File: src/rtl/tinychip_pkg.sv
// Shared types and instruction-field layout for the TinyChip 9-bit ISA.
package tinychip_pkg;

  typedef enum logic [2:0] {
    OP_ADD      = 3'd0,
    OP_AND      = 3'd1,
    OP_BEQ      = 3'd2,
    OP_BNE      = 3'd3,
    OP_LW       = 3'd4,
    OP_SW       = 3'd5,
    OP_SRL      = 3'd6,
    OP_SLT_HALT = 3'd7
  } opcode_t;

  typedef enum logic [2:0] {
    S_FETCH  = 3'd0,
    S_DECODE = 3'd1,
    S_EXEC   = 3'd2,
    S_MEM    = 3'd3,
    S_WB     = 3'd4,
    S_HALT   = 3'd5
  } state_t;

  localparam int INSN_W   = 9;
  localparam int IMM_BIT  = 8;
  localparam int OP_MSB   = 7;
  localparam int OP_LSB   = 5;
  localparam int RD_MSB   = 4;
  localparam int RD_LSB   = 3;
  localparam int RS_MSB   = 2;
  localparam int RS_LSB   = 1;
  localparam int IMM3_MSB = 2;
  localparam int IMM3_LSB = 0;

endpackage

File: src/rtl/tinychip_insn_decode.sv
// Combinational field extraction and instruction classification.
module tinychip_insn_decode
  import tinychip_pkg::*;
(
  input  logic [INSN_W-1:0] instr,
  output opcode_t           op,
  output logic              imm_form,
  output logic [1:0]        rd,
  output logic [1:0]        rs,
  output logic [2:0]        imm3,
  output logic              is_branch,
  output logic              is_mem,
  output logic              is_halt,
  output logic              writes_rd
);

  assign op        = opcode_t'(instr[OP_MSB:OP_LSB]);
  assign imm_form  = instr[IMM_BIT];
  assign rd        = instr[RD_MSB:RD_LSB];
  assign rs        = instr[RS_MSB:RS_LSB];
  assign imm3      = instr[IMM3_MSB:IMM3_LSB];
  assign is_branch = (op == OP_BEQ) || (op == OP_BNE);
  assign is_mem    = (op == OP_LW) || (op == OP_SW);
  assign is_halt   = (op == OP_SLT_HALT) && imm_form;
  assign writes_rd = !(is_branch || (op == OP_SW) || is_halt);

endmodule

File: src/rtl/multicycle_controller.sv
// Multi-cycle TinyChip sequencer: fetch/decode/exec/mem/writeback over
// external instruction memory, register file and data memory handshakes.
module multicycle_controller
  import tinychip_pkg::*;
#(
  parameter int              DATA_W   = 8,
  parameter int              PC_W     = 10,
  parameter logic [PC_W-1:0] RESET_PC = '0
) (
  input  logic              clk,
  input  logic              reset,
  output logic              instr_req,
  output logic [PC_W-1:0]   instr_addr,
  input  logic              instr_valid,
  input  logic [INSN_W-1:0] instr_data,
  output logic [1:0]        rf_raddr1,
  output logic [1:0]        rf_raddr2,
  input  logic [DATA_W-1:0] rf_rdata1,
  input  logic [DATA_W-1:0] rf_rdata2,
  output logic              rf_we,
  output logic [1:0]        rf_waddr,
  output logic [DATA_W-1:0] rf_wdata,
  output logic              mem_req,
  output logic              mem_we,
  output logic [DATA_W-1:0] mem_addr,
  output logic [DATA_W-1:0] mem_wdata,
  input  logic              mem_ready,
  input  logic [DATA_W-1:0] mem_rdata,
  output logic              halted,
  output logic [15:0]       retired
);

  state_t                   state_q, state_d;
  logic [PC_W-1:0]          pc_q, pc_inc, pc_next;
  logic [15:0]              retired_q;
  logic                     pc_load, retire;
  logic [INSN_W-1:0]        instr_p0;
  logic signed [DATA_W-1:0] a_p1, b_p1;
  logic [DATA_W-1:0]        res_p2;
  logic [DATA_W-1:0]        imm_ext;
  logic                     br_taken;

  opcode_t    op;
  logic       imm_form, is_branch, is_mem, is_halt, writes_rd;
  logic [1:0] rd, rs;
  logic [2:0] imm3;

  function automatic logic [DATA_W-1:0] alu_op(input opcode_t fn,
                                               input logic signed [DATA_W-1:0] a,
                                               input logic signed [DATA_W-1:0] b);
    logic [DATA_W-1:0] r;
    case (fn)
      OP_ADD:  r = a + b;
      OP_AND:  r = a & b;
      OP_SRL:  r = $unsigned(a) >> b[2:0];
      default: r = {{(DATA_W-1){1'b0}}, (a < b)};
    endcase
    return r;
  endfunction

  function automatic logic [PC_W-1:0] sext_pc(input logic signed [DATA_W-1:0] v);
    logic [PC_W+DATA_W-1:0] w;
    w = {{PC_W{v[DATA_W-1]}}, v};
    return w[PC_W-1:0];
  endfunction

  tinychip_insn_decode u_decode (
    .instr     (instr_p0),
    .op        (op),
    .imm_form  (imm_form),
    .rd        (rd),
    .rs        (rs),
    .imm3      (imm3),
    .is_branch (is_branch),
    .is_mem    (is_mem),
    .is_halt   (is_halt),
    .writes_rd (writes_rd)
  );

  assign imm_ext    = {{(DATA_W-3){1'b0}}, imm3};
  assign br_taken   = (op == OP_BEQ) ? (a_p1 == b_p1) : (a_p1 != b_p1);
  assign pc_inc     = pc_q + {{(PC_W-1){1'b0}}, 1'b1};
  // Branch offset comes from R[3], read on port 1 during EXEC.
  assign pc_next    = (is_branch && br_taken) ? pc_q + sext_pc(rf_rdata1) : pc_inc;
  assign instr_addr = pc_q;
  assign retired    = retired_q;

  always_ff @(posedge clk) begin
    if (reset) state_q <= S_FETCH;
    else       state_q <= state_d;
  end

  always_comb begin
    state_d = state_q;
    case (state_q)
      S_FETCH:  if (instr_valid) state_d = S_DECODE;
      S_DECODE: state_d = S_EXEC;
      S_EXEC: begin
        if (is_branch)      state_d = S_FETCH;
        else if (is_mem)    state_d = S_MEM;
        else if (writes_rd) state_d = S_WB;
        else                state_d = S_HALT;
      end
      S_MEM:    if (mem_ready) state_d = (op == OP_LW) ? S_WB : S_FETCH;
      S_WB:     state_d = S_FETCH;
      S_HALT:   state_d = S_HALT;
      default:  state_d = S_FETCH;
    endcase
  end

  always_comb begin
    instr_req = 1'b0;
    rf_raddr1 = '0;
    rf_raddr2 = '0;
    rf_we     = 1'b0;
    rf_waddr  = '0;
    rf_wdata  = '0;
    mem_req   = 1'b0;
    mem_we    = 1'b0;
    mem_addr  = '0;
    mem_wdata = '0;
    halted    = 1'b0;
    pc_load   = 1'b0;
    retire    = 1'b0;
    if (!reset) begin
      case (state_q)
        S_FETCH:  instr_req = 1'b1;
        S_DECODE: begin
          rf_raddr1 = rd;
          rf_raddr2 = rs;
        end
        S_EXEC: begin
          if (is_branch) begin
            rf_raddr1 = 2'd3;
            pc_load   = 1'b1;
            retire    = 1'b1;
          end else if (is_halt) begin
            retire = 1'b1;
          end
        end
        S_MEM: begin
          mem_req   = 1'b1;
          mem_we    = (op == OP_SW);
          mem_addr  = b_p1;
          mem_wdata = a_p1;
          if (mem_ready && (op == OP_SW)) begin
            pc_load = 1'b1;
            retire  = 1'b1;
          end
        end
        S_WB: begin
          rf_we    = 1'b1;
          rf_waddr = rd;
          rf_wdata = res_p2;
          pc_load  = 1'b1;
          retire   = 1'b1;
        end
        S_HALT:   halted = 1'b1;
        default:  ;
      endcase
    end
  end

  always_ff @(posedge clk) begin
    if (reset) begin
      pc_q      <= RESET_PC;
      retired_q <= '0;
    end else begin
      if (pc_load) pc_q <= pc_next;
      if (retire)  retired_q <= retired_q + 16'd1;
    end
  end

  // p0: fetched word; p1: operands A/B; p2: ALU or load result
  always_ff @(posedge clk) begin
    if (state_q == S_FETCH && instr_valid) instr_p0 <= instr_data;
    if (state_q == S_DECODE) begin
      a_p1 <= rf_rdata1;
      b_p1 <= imm_form ? imm_ext : rf_rdata2;
    end
    if (state_q == S_EXEC) res_p2 <= alu_op(op, a_p1, b_p1);
    if (state_q == S_MEM && mem_ready) res_p2 <= mem_rdata;
  end

endmodule

File: config.mk
export PLATFORM = sky130hd
export DESIGN_NAME = multicycle_controller
export DESIGN_NICKNAME = d
export VERILOG_FILES = /design/src/rtl/tinychip_pkg.sv /design/src/rtl/tinychip_insn_decode.sv /design/src/rtl/multicycle_controller.sv
export SDC_FILE = /design/constraint.sdc
export NUM_CORES = 1
export LEC_CHECK = 0
export CORE_MARGIN = 2
export CORE_UTILIZATION = 50
export DETAILED_ROUTE_END_ITERATION = 12
export GPL_TIMING_DRIVEN = 0
export PLACE_DENSITY = 0.88
export SLEW_MARGIN = 15
export SYNTH_ARGS = -nofsm -noshare
export SYNTH_HDL_FRONTEND = slang
export SYNTH_SLANG_ARGS = --single-unit
File: constraint.sdc
create_clock -name clk -period 5.3 [get_ports clk]
set_clock_uncertainty 0.1 [all_clocks]
set_input_delay 0.795 -clock clk [delete_from_list [all_inputs] [get_ports clk]]
set_output_delay 0.795 -clock clk [all_outputs]
set_load 0.1 [all_outputs]
Clock wiring as the flow saved it:
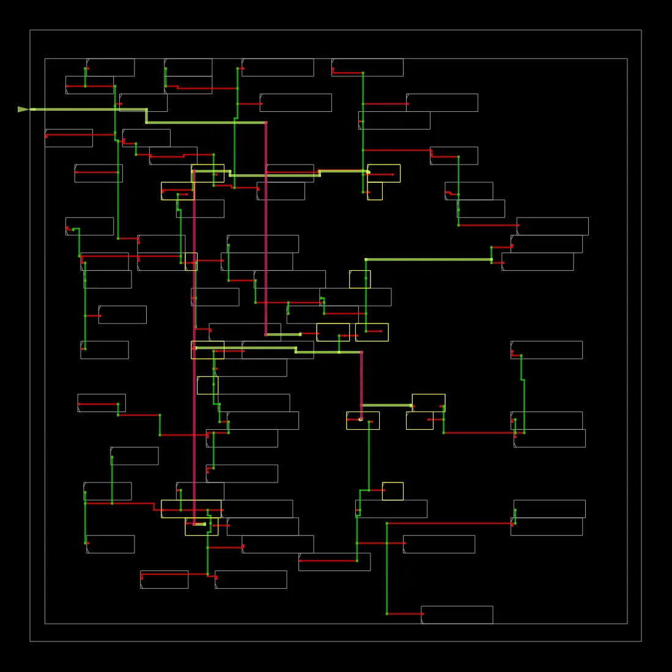
clock latency of the later-clocked register in the worst-skew pair: 0.35 ns
clock network power: 0.000420 W
count of clock-net buffers in the final layout: 10
TritonCTS sink count: 62
Flops: 62

Clock distribution:
Drawn at 4 px/µm.
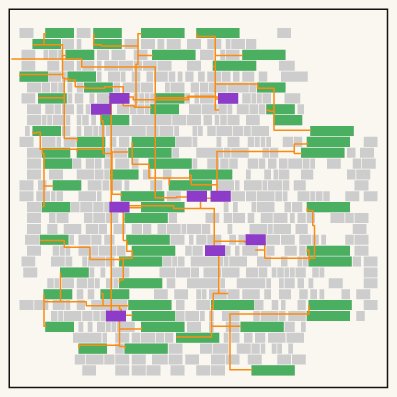
Key: orange = clock wires [length 840 µm]; green = flip-flops [count 62]; purple = cells driving clock nets [count 9]
Position of the flops: all over the die. There are 10 routed clock nets.
Clock Power Share: 32.4%

Placed cells, one color a class:
Drawn at 4 px/µm. Fill, decap, tap and diode cells in gray.
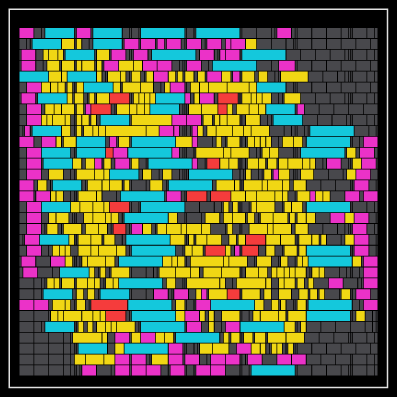
Key: red = clock drivers and dummy loads [cells 16]; cyan = flops [cells 62]; magenta = other buffers and delay cells [cells 117]; yellow = all other logic [cells 351]
fraction of area in registers: 29.2%
standard-cell row count: 32

[kinds of logic (layout without fill, tap and decap cells)]
group	after synthesis	after routing	share of synthesized area, %
AND-OR/OR-AND	90	90	15.8
XOR/XNOR	21	21	4.52
adder cells (fa/ha/maj)	30	30	9.60
buffers and inverters	40	154	4.03
flip-flops	62	62	38.7
multiplexers	16	16	4.68
AND/OR/NAND/NOR	173	173	22.7
[cells in the final DEF, fill, tap and decap left out, types with 3 or more instances in the layout]
cell type	Yosys	routed
sky130_fd_sc_hd__nor2_1	47	47
sky130_fd_sc_hd__o21ai_0	15	15
sky130_fd_sc_hd__ha_1	28	28
sky130_fd_sc_hd__inv_1	20	20
sky130_fd_sc_hd__edfxtp_1	33	33
sky130_fd_sc_hd__nand4_1	6	6
sky130_fd_sc_hd__xor2_1	15	15
sky130_fd_sc_hd__or3_1	5	5
sky130_fd_sc_hd__a21o_1	5	5
sky130_fd_sc_hd__mux2i_1	10	10
sky130_fd_sc_hd__and3b_1	3	3
sky130_fd_sc_hd__clkdlybuf4s50_1	0	96
sky130_fd_sc_hd__nor3_1	6	6
sky130_fd_sc_hd__a211oi_1	4	4
sky130_fd_sc_hd__o311ai_0	3	3
sky130_fd_sc_hd__nand2b_1	9	9
sky130_fd_sc_hd__and2_1	25	25
sky130_fd_sc_hd__nor2b_1	9	9
sky130_fd_sc_hd__and3_1	6	6
sky130_fd_sc_hd__mux2_2	4	4
sky130_fd_sc_hd__xnor2_1	6	6
sky130_fd_sc_hd__o21a_1	4	4
sky130_fd_sc_hd__o22ai_1	3	3
sky130_fd_sc_hd__a21oi_1	30	30
sky130_fd_sc_hd__nand3_1	9	9
sky130_fd_sc_hd__clkbuf_8	0	9
sky130_fd_sc_hd__a222oi_1	3	3
sky130_fd_sc_hd__a221o_1	3	3
sky130_fd_sc_hd__nand3b_1	3	3
sky130_fd_sc_hd__buf_2	4	5
sky130_fd_sc_hd__clkbuf_1	13	13
sky130_fd_sc_hd__dfxtp_1	29	29
sky130_fd_sc_hd__nand2_1	30	30
[worst paths after layout]
check	from	end	slack, ns
max	b_p1[1]$_DFFE_PP_	instr_addr[9]$_SDFFE_PP0P_	0.41
min	instr_addr[2]$_SDFFE_PP0P_	instr_addr[2]$_SDFFE_PP0P_	0.38
max reg2reg	b_p1[1]$_DFFE_PP_	instr_addr[9]$_SDFFE_PP0P_	0.41
min reg2reg	instr_addr[2]$_SDFFE_PP0P_	instr_addr[2]$_SDFFE_PP0P_	0.38
[per-layer routing]
metal	global-route usage (%)	wire [µm]
met5	0	0
met4	7.37	180
met3	5.06	676
met2	43.3	5320
met1	30.5	4400
[per-stage QoR]
step           hold WS, ns  instance area (µm²)  utilization, %  setup WS (ns)
6_report             0.380                 5380            68.8          0.408
5_1_grt              0.397                 5380            68.8         0.0413
4_1_cts              0.383                 5380            68.8          0.532
3_5_place_dp         0.362                 5180            66.3          0.632
3_3_place_gp         0.357                 5150            66.0        0.00730
2_1_floorplan        0.423                 4070               -          0.435
[state kept, by name (all words and copies together), names as in the netlist]
register / count
a_p1: 8
b_p1: 8
instr_addr: 10
instr_p0: 9
res_p2: 8
retired: 16
state_q: 3
==> impl_metrics.py <==
# Synthesis and PnR figures
metrics = {
    "power_and_ir_drop": {
        "power_frac_seq_pct": 43.7,
        "internal_power_w": 0.000873,
        "power.combinational.total_w": 0.000311,
        "power.share.combinational_pct": 23.9,
        "ir_worst_vdd_uv": 184,
    },
    "global_route": {
        "groute.usage.overall_pct": 24.7,
        "grt_start_max_net_pins": 14,
    },
    "final_timing": {
        "rsz0062_at_grt": "false",
        "setup_violations": 0,
        "fin_crit_sh_pct": 92.3,
        "period_needed_ns": 4.89,
        "final-hold-violation-count": 0,
        "final.setup.tns_ns": 0,
    },
    "finish": {
        "dominant-cell-class": "logic gates",
        "nonClkBufAreaFrac_pct": 19.7,
        "finalNetCount": 608,
        "final_layout_size_suffix_gt1_share_pct": 7.88,
        "antenna_cells_inserted": 0,
        "final.fill_count": 592,
        "nonClockBufferCount": 117,
    },
    "routing": {
        "routedWlPerCell_um": 16.3,
        "vias": 3665,
        "ant_nets": 0,
        "detailed_route_drc_error_count": 0,
    },
    "place": {
        "numPlacedInstances": 632,
    },
    "setup_path": {
        "worst_ep_required_time_ns": 5.48,
        "timing.critical_path.arrival_ns": 5.07,
        "critPathMaxFanout": 10,
        "worst-setup-path-type": "flip-flop to flip-flop",
    },
    "logic_synthesis": {
        "synth.lib_cells_used.distinct": 61,
        "syn_area_um2": 4070,
        "yosys_cells": 432,
    },
    "run_status": {
        "run_status": "finished clean",
    },
    "clock_network": {
        "tritoncts.num_buffers": 9,
        "tritoncts_clock_tree": "yes",
        "cts.clk_slew.worst_paths_ns": 0.08,
    },
    "flow_run": {
        "tool_warnings": 35,
    },
    "min_path": {
        "min-delay-path-class": "flip-flop to flip-flop",
    },
}
Power and IR drop assume default switching activity.
